[config.mk]
export PLATFORM = sky130hd
export DESIGN_NAME = opcode_issue_encoder
export DESIGN_NICKNAME = d
export VERILOG_FILES = /design/src/rtl/opcode_issue_encoder_pkg.sv /design/src/rtl/opcode_issue_encoder_fifo.sv /design/src/rtl/opcode_issue_encoder.sv
export SDC_FILE = /design/constraint.sdc
export NUM_CORES = 1
export LEC_CHECK = 0
export CORE_MARGIN = 5
export CORE_UTILIZATION = 30
export CTS_CLUSTER_DIAMETER = 200
export DETAILED_ROUTE_END_ITERATION = 7
export GPL_TIMING_DRIVEN = 0
export SETUP_SLACK_MARGIN = 0.05
export SYNTH_ARGS = -nofsm -noshare
export SYNTH_HDL_FRONTEND = slang
export SYNTH_HIERARCHICAL = 1
export SYNTH_SLANG_ARGS = --single-unit
[constraint.sdc]
create_clock -name clk -period 4.62 [get_ports clk]
set_clock_uncertainty 0.2 [all_clocks]
set_input_delay 0.924 -clock clk [delete_from_list [all_inputs] [get_ports clk]]
set_output_delay 0.924 -clock clk [all_outputs]
set_load 0.01 [all_outputs]
[src/rtl/opcode_issue_encoder_pkg.sv]
// Opcode classes, prefix constants and encode/legality helpers shared by the issue encoder.
// OPC_PARITY_EN widens stored entries to carry an odd-parity bit.
package opc_enc_pkg;

   localparam logic [1:0] CLS_A0   = 2'b00;
   localparam logic [1:0] CLS_A1   = 2'b01;
   localparam logic [1:0] CLS_MW   = 2'b10;
   localparam logic [1:0] CLS_WIDE = 2'b11;

   localparam logic [2:0] PFX_A0   = 3'b000;
   localparam logic [2:0] PFX_A1   = 3'b001;
   localparam logic [1:0] PFX_MW   = 2'b01;
   localparam logic       PFX_WIDE = 1'b1;

   // Only the memory-write class may (and must) carry the mem-write flag
   function automatic logic is_illegal(input logic [1:0] alu_op, input logic mw);
      return mw != (alu_op == CLS_MW);
   endfunction

   function automatic logic [3:0] encode_opc(input logic [1:0] alu_op, input logic mw,
                                             input logic [2:0] sub);
      logic [3:0] opc;
      opc = '0;
      if (!is_illegal(alu_op, mw)) begin
         case (alu_op)
            CLS_A0:   opc = {PFX_A0, sub[0]};
            CLS_A1:   opc = {PFX_A1, sub[0]};
            CLS_MW:   opc = {PFX_MW, sub[1:0]};
            default:  opc = {PFX_WIDE, sub[2:0]};
         endcase
      end
      return opc;
   endfunction

endpackage

[src/rtl/opcode_issue_encoder_fifo.sv]
// opc_fifo: synchronous FIFO with flush; head is read straight from the storage registers,
// so a write never falls through to rd_data in the same cycle.
module opc_fifo #(
   parameter int unsigned      WIDTH   = 4,
   parameter int unsigned      DEPTH   = 4,
   parameter logic [WIDTH-1:0] RST_VAL = '0
) (
   input  logic             clk,
   input  logic             rst_n,
   input  logic             flush,
   input  logic             wr_en,
   input  logic [WIDTH-1:0] wr_data,
   input  logic             rd_ready,
   output logic             full,
   output logic             empty,
   output logic [WIDTH-1:0] rd_data
);

   localparam int unsigned AW = (DEPTH > 1) ? $clog2(DEPTH) : 1;

   logic [WIDTH-1:0] mem [DEPTH];
   logic [AW-1:0]    wr_ptr;
   logic [AW-1:0]    rd_ptr;
   logic [AW:0]      count;
   logic             push;
   logic             pop;

   assign full    = (count == (AW+1)'(DEPTH));
   assign empty   = (count == '0);
   assign push    = wr_en && !full && !flush;
   assign pop     = rd_ready && !empty;
   assign rd_data = mem[rd_ptr];

   // Pointers wrap naturally because DEPTH is a power of two
   always_ff @(posedge clk or negedge rst_n) begin
      if (!rst_n) begin
         wr_ptr <= '0;
         rd_ptr <= '0;
         count  <= '0;
         for (int unsigned i = 0; i < DEPTH; i++) mem[i] <= RST_VAL;
      end else if (flush) begin
         wr_ptr <= '0;
         rd_ptr <= '0;
         count  <= '0;
      end else begin
         if (push) begin
            mem[wr_ptr] <= wr_data;
            wr_ptr      <= wr_ptr + AW'(1);
         end
         if (pop) rd_ptr <= rd_ptr + AW'(1);
         case ({push, pop})
            2'b10:   count <= count + (AW+1)'(1);
            2'b01:   count <= count - (AW+1)'(1);
            default: count <= count;
         endcase
      end
   end

endmodule

[src/rtl/opcode_issue_encoder.sv]
// Encodes sequencer requests into 4-bit opcodes, buffers them, flags illegal requests and
// counts issues. Define OPC_PARITY_EN to add the stored odd-parity output opc_par.
module opcode_issue_encoder
   import opc_enc_pkg::*;
#(
   parameter int unsigned DEPTH = 4,
   parameter int unsigned CNT_W = 16
) (
   input  logic             clk,
   input  logic             rst_n,
   input  logic             req_valid,
   output logic             req_ready,
   input  logic [1:0]       req_alu_op,
   input  logic             req_mem_write,
   input  logic [2:0]       req_sub,
   input  logic             flush,
   output logic             opc_valid,
   input  logic             opc_ready,
   output logic [3:0]       opc,
`ifdef OPC_PARITY_EN
   output logic             opc_par,
`endif
   output logic             err_illegal,
   output logic [CNT_W-1:0] issued_cnt
);

`ifdef OPC_PARITY_EN
   localparam int unsigned         ENTRY_W   = 5;
   localparam logic [ENTRY_W-1:0] ENTRY_RST = 5'b1_0000;
`else
   localparam int unsigned         ENTRY_W   = 4;
   localparam logic [ENTRY_W-1:0] ENTRY_RST = 4'b0000;
`endif

   logic               illegal;
   logic               accept;
   logic               push;
   logic               pop;
   logic               fifo_full;
   logic               fifo_empty;
   logic [3:0]         enc;
   logic [ENTRY_W-1:0] wr_entry;
   logic [ENTRY_W-1:0] head;

   assign illegal   = is_illegal(req_alu_op, req_mem_write);
   assign enc       = encode_opc(req_alu_op, req_mem_write, req_sub);
   assign req_ready = rst_n && !fifo_full && !flush;
   assign accept    = req_valid && req_ready;
   assign push      = accept && !illegal;
   assign opc_valid = !fifo_empty;
   assign pop       = opc_valid && opc_ready;

`ifdef OPC_PARITY_EN
   assign wr_entry = {~^enc, enc};
   assign opc      = head[3:0];
   assign opc_par  = head[4];
`else
   assign wr_entry = enc;
   assign opc      = head;
`endif

   opc_fifo #(
      .WIDTH   (ENTRY_W),
      .DEPTH   (DEPTH),
      .RST_VAL (ENTRY_RST)
   ) u_fifo (
      .clk      (clk),
      .rst_n    (rst_n),
      .flush    (flush),
      .wr_en    (push),
      .wr_data  (wr_entry),
      .rd_ready (opc_ready),
      .full     (fifo_full),
      .empty    (fifo_empty),
      .rd_data  (head)
   );

   always_ff @(posedge clk or negedge rst_n) begin
      if (!rst_n) begin
         err_illegal <= 1'b0;
         issued_cnt  <= '0;
      end else begin
         err_illegal <= accept && illegal;
         if (pop) issued_cnt <= issued_cnt + CNT_W'(1);
      end
   end

endmodule

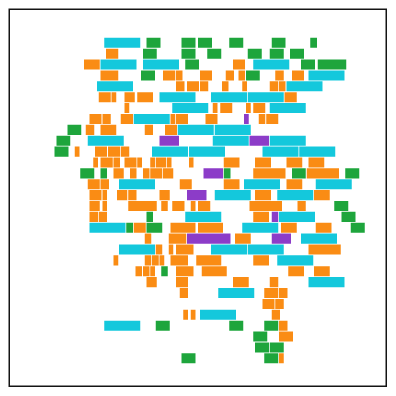
Figure 1: placement by cell class.
Drawn at 4 px/µm.
Key: green = remaining buffers and delay cells [cells 40]; purple = clock drivers and dummy loads [cells 8]; orange = remaining logic cells [cells 129]; cyan = registers [cells 40]

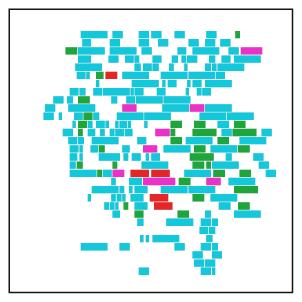
Figure 2: drive-strength map.
Drawn at 3 px/µm.
Key: green = x2 [cells 33, share 15%, most used mux2_2]; cyan = x1 and smaller [cells 171, share 79%, most used dfrtp_1]; magenta = x6 and larger [cells 8, share 3.7%, most used clkbuf_8]; red = x3 and x4 [cells 5, share 2.3%, most used nand3_4]

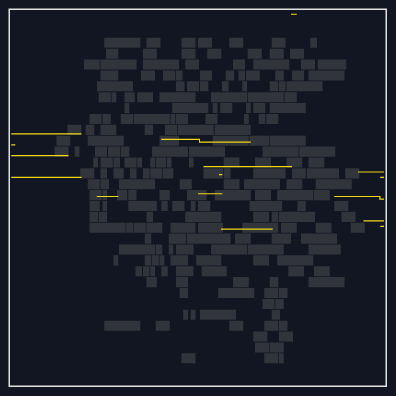
Figure 3: signal wires on met3.
Drawn at 4 px/µm. Cells faint in the background.
The layer carries 144 µm of wire. 12 nets have wire on it. The longest straight run is 21.8 µm. The wires run mostly horizontal. The layer holds 3.5% of the routed length.

==> impl_results.html <==
<h2>Synthesis and place &amp; route</h2>
<table>
<tr><th>Metric</th><th>Value</th></tr>
<tr><th colspan="2">Outcome</th></tr>
<tr><td>Run status</td><td>complete, no violations</td></tr>
<tr><th colspan="2">Synth</th></tr>
<tr><td>Post-synth EDFFs</td><td>0</td></tr>
<tr><td>Warning count from the yosys run</td><td>6</td></tr>
<tr><td>Top area cells in the synthesized netlist</td><td>dfrtp_1 (47%), mux2_2 (8.0%), xnor2_1 (6.2%)</td></tr>
<tr><td>Sequential-to-total area share from yosys stat</td><td>0.4742</td></tr>
<tr><td>Post-synthesis register bit count</td><td>roughly 40</td></tr>
<tr><td>Most used standard cells in the synthesized netlist</td><td>dfrtp_1 (40), mux2_2 (15), xnor2_1 (15)</td></tr>
<tr><td>Average cell area after synthesis</td><td>12.06 µm²</td></tr>
<tr><td>Post-Synth AOI/OAI Area</td><td>0.05868</td></tr>
<tr><td>Dominant cell area share</td><td>0.4742</td></tr>
<tr><td>Post-synth ARST share</td><td>1.000</td></tr>
<tr><th colspan="2">Worst setup path</th></tr>
<tr><td>Type of the worst setup path</td><td>in -&gt; out</td></tr>
<tr><td>Worst setup path start</td><td>flush</td></tr>
<tr><td>Cell-by-cell trace of the critical path</td><td>clkdlybuf4s50_1, nor3b_1, clkdlybuf4s50_1</td></tr>
<tr><td>Family of cells with the greatest summed delay on the critical path</td><td>buffers and inverters</td></tr>
<tr><th colspan="2">Cells and area</th></tr>
<tr><td>Final Core Density</td><td>0.3929</td></tr>
<tr><td>Non-clock inverter count in the final layout</td><td>6</td></tr>
<tr><td>Non-filler instance count after layout</td><td>about 310</td></tr>
<tr><td>Post-route cell area</td><td>2684 µm²</td></tr>
<tr><td>Top cell category</td><td>logic gates</td></tr>
<tr><td>Layout Nets</td><td>between 200 and 250</td></tr>
<tr><td>Multi-input combinational area share</td><td>0.3916</td></tr>
<tr><th colspan="2">Final timing</th></tr>
<tr><td>Worst Tran Pin Value</td><td>0.3929 ns</td></tr>
<tr><td>Worst max-slew margin expressed relative to the limit</td><td>0.7348</td></tr>
<tr><th colspan="2">Route</th></tr>
<tr><td>Total Routed Length</td><td>between 4000 and 5000 µm</td></tr>
<tr><td>Average wire length per cell after detail routing</td><td>13.10 µm</td></tr>
<tr><td>Count of antenna-violating nets left after detailed routing</td><td>0</td></tr>
<tr><td>Via density per instance</td><td>roughly 4.6</td></tr>
<tr><td>Routed via count</td><td>1445</td></tr>
<tr><td>Top Layer Used</td><td>met4</td></tr>
<tr><td>Drt first pass iters</td><td>4</td></tr>
<tr><th colspan="2">Pwr</th></tr>
<tr><td>Sequential cell power</td><td>approximately 0.0004 W</td></tr>
<tr><td>Switching fraction of total power</td><td>0.2501</td></tr>
<tr><td>Overall power of the completed layout</td><td>around 0.00083 W</td></tr>
<tr><td>Worst-case vdd ir drop</td><td>approximately 0.12 mV</td></tr>
<tr><td>Part of the total power dissipated in the clock network</td><td>0.334</td></tr>
<tr><td>Highest-power group</td><td>sequential cells</td></tr>
<tr><th colspan="2">Placement</th></tr>
<tr><td>Standard cell area after detailed placement</td><td>approximately 2600 µm²</td></tr>
<tr><td>PortBufs</td><td>33</td></tr>
<tr><td>Detailed Place HPWL</td><td>between 3000 and 4000 µm</td></tr>
<tr><td>Placed Cells incl. Taps</td><td>between 300 and 400</td></tr>
<tr><th colspan="2">Clocking</th></tr>
<tr><td>CTS H-tree depth</td><td>2</td></tr>
<tr><td>Gates resized, CTS repair</td><td>0</td></tr>
<tr><td>Clock Root Buffer</td><td>clkbuf_8</td></tr>
<tr><td>CTS tree</td><td>yes</td></tr>
<tr><th colspan="2">GRT</th></tr>
<tr><td>Largest net degree at the start of global routing</td><td>36</td></tr>
<tr><td>First-pass GRT wire length</td><td>roughly 7200 µm</td></tr>
<tr><td>Overall global routing resource usage</td><td>0.1016</td></tr>
<tr><th colspan="2">Job</th></tr>
<tr><td># Max-Cap Violations</td><td>0</td></tr>
<tr><td>Number of warnings in the stage logs</td><td>29</td></tr>
<tr><th colspan="2">Min path</th></tr>
<tr><td>Path class of the lowest-slack min-delay path</td><td>in -&gt; async</td></tr>
</table>
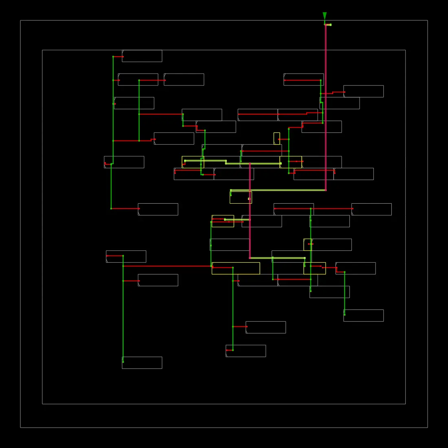
Figure 4: clock routing.
Clock Sink Count: 40
Clock group: 0.000278 W
total of clock buffers placed in the layout: 6
Inserted Clock Buffers: 5
clk_lat worst skew: 0.29 ns

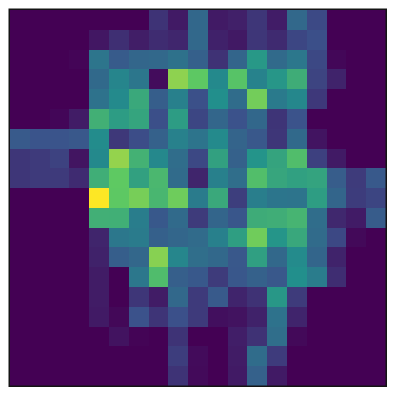
Figure 5: wiring heat map.
Drawn at 4 px/µm. The die is cut into 19 by 19 equal tiles; dark purple is low, yellow is high, scaled to the fullest tile. Values are wire area over tile area, all layers added.
The mean over all tiles is 0.072. The emptiest ninth of the die: bottom left. The densest ninth of the die: middle. 37% of the tiles are nearly empty. The fullest tile reaches 0.35.

Power figures rest on the tool's default switching activity, not on a simulated workload.
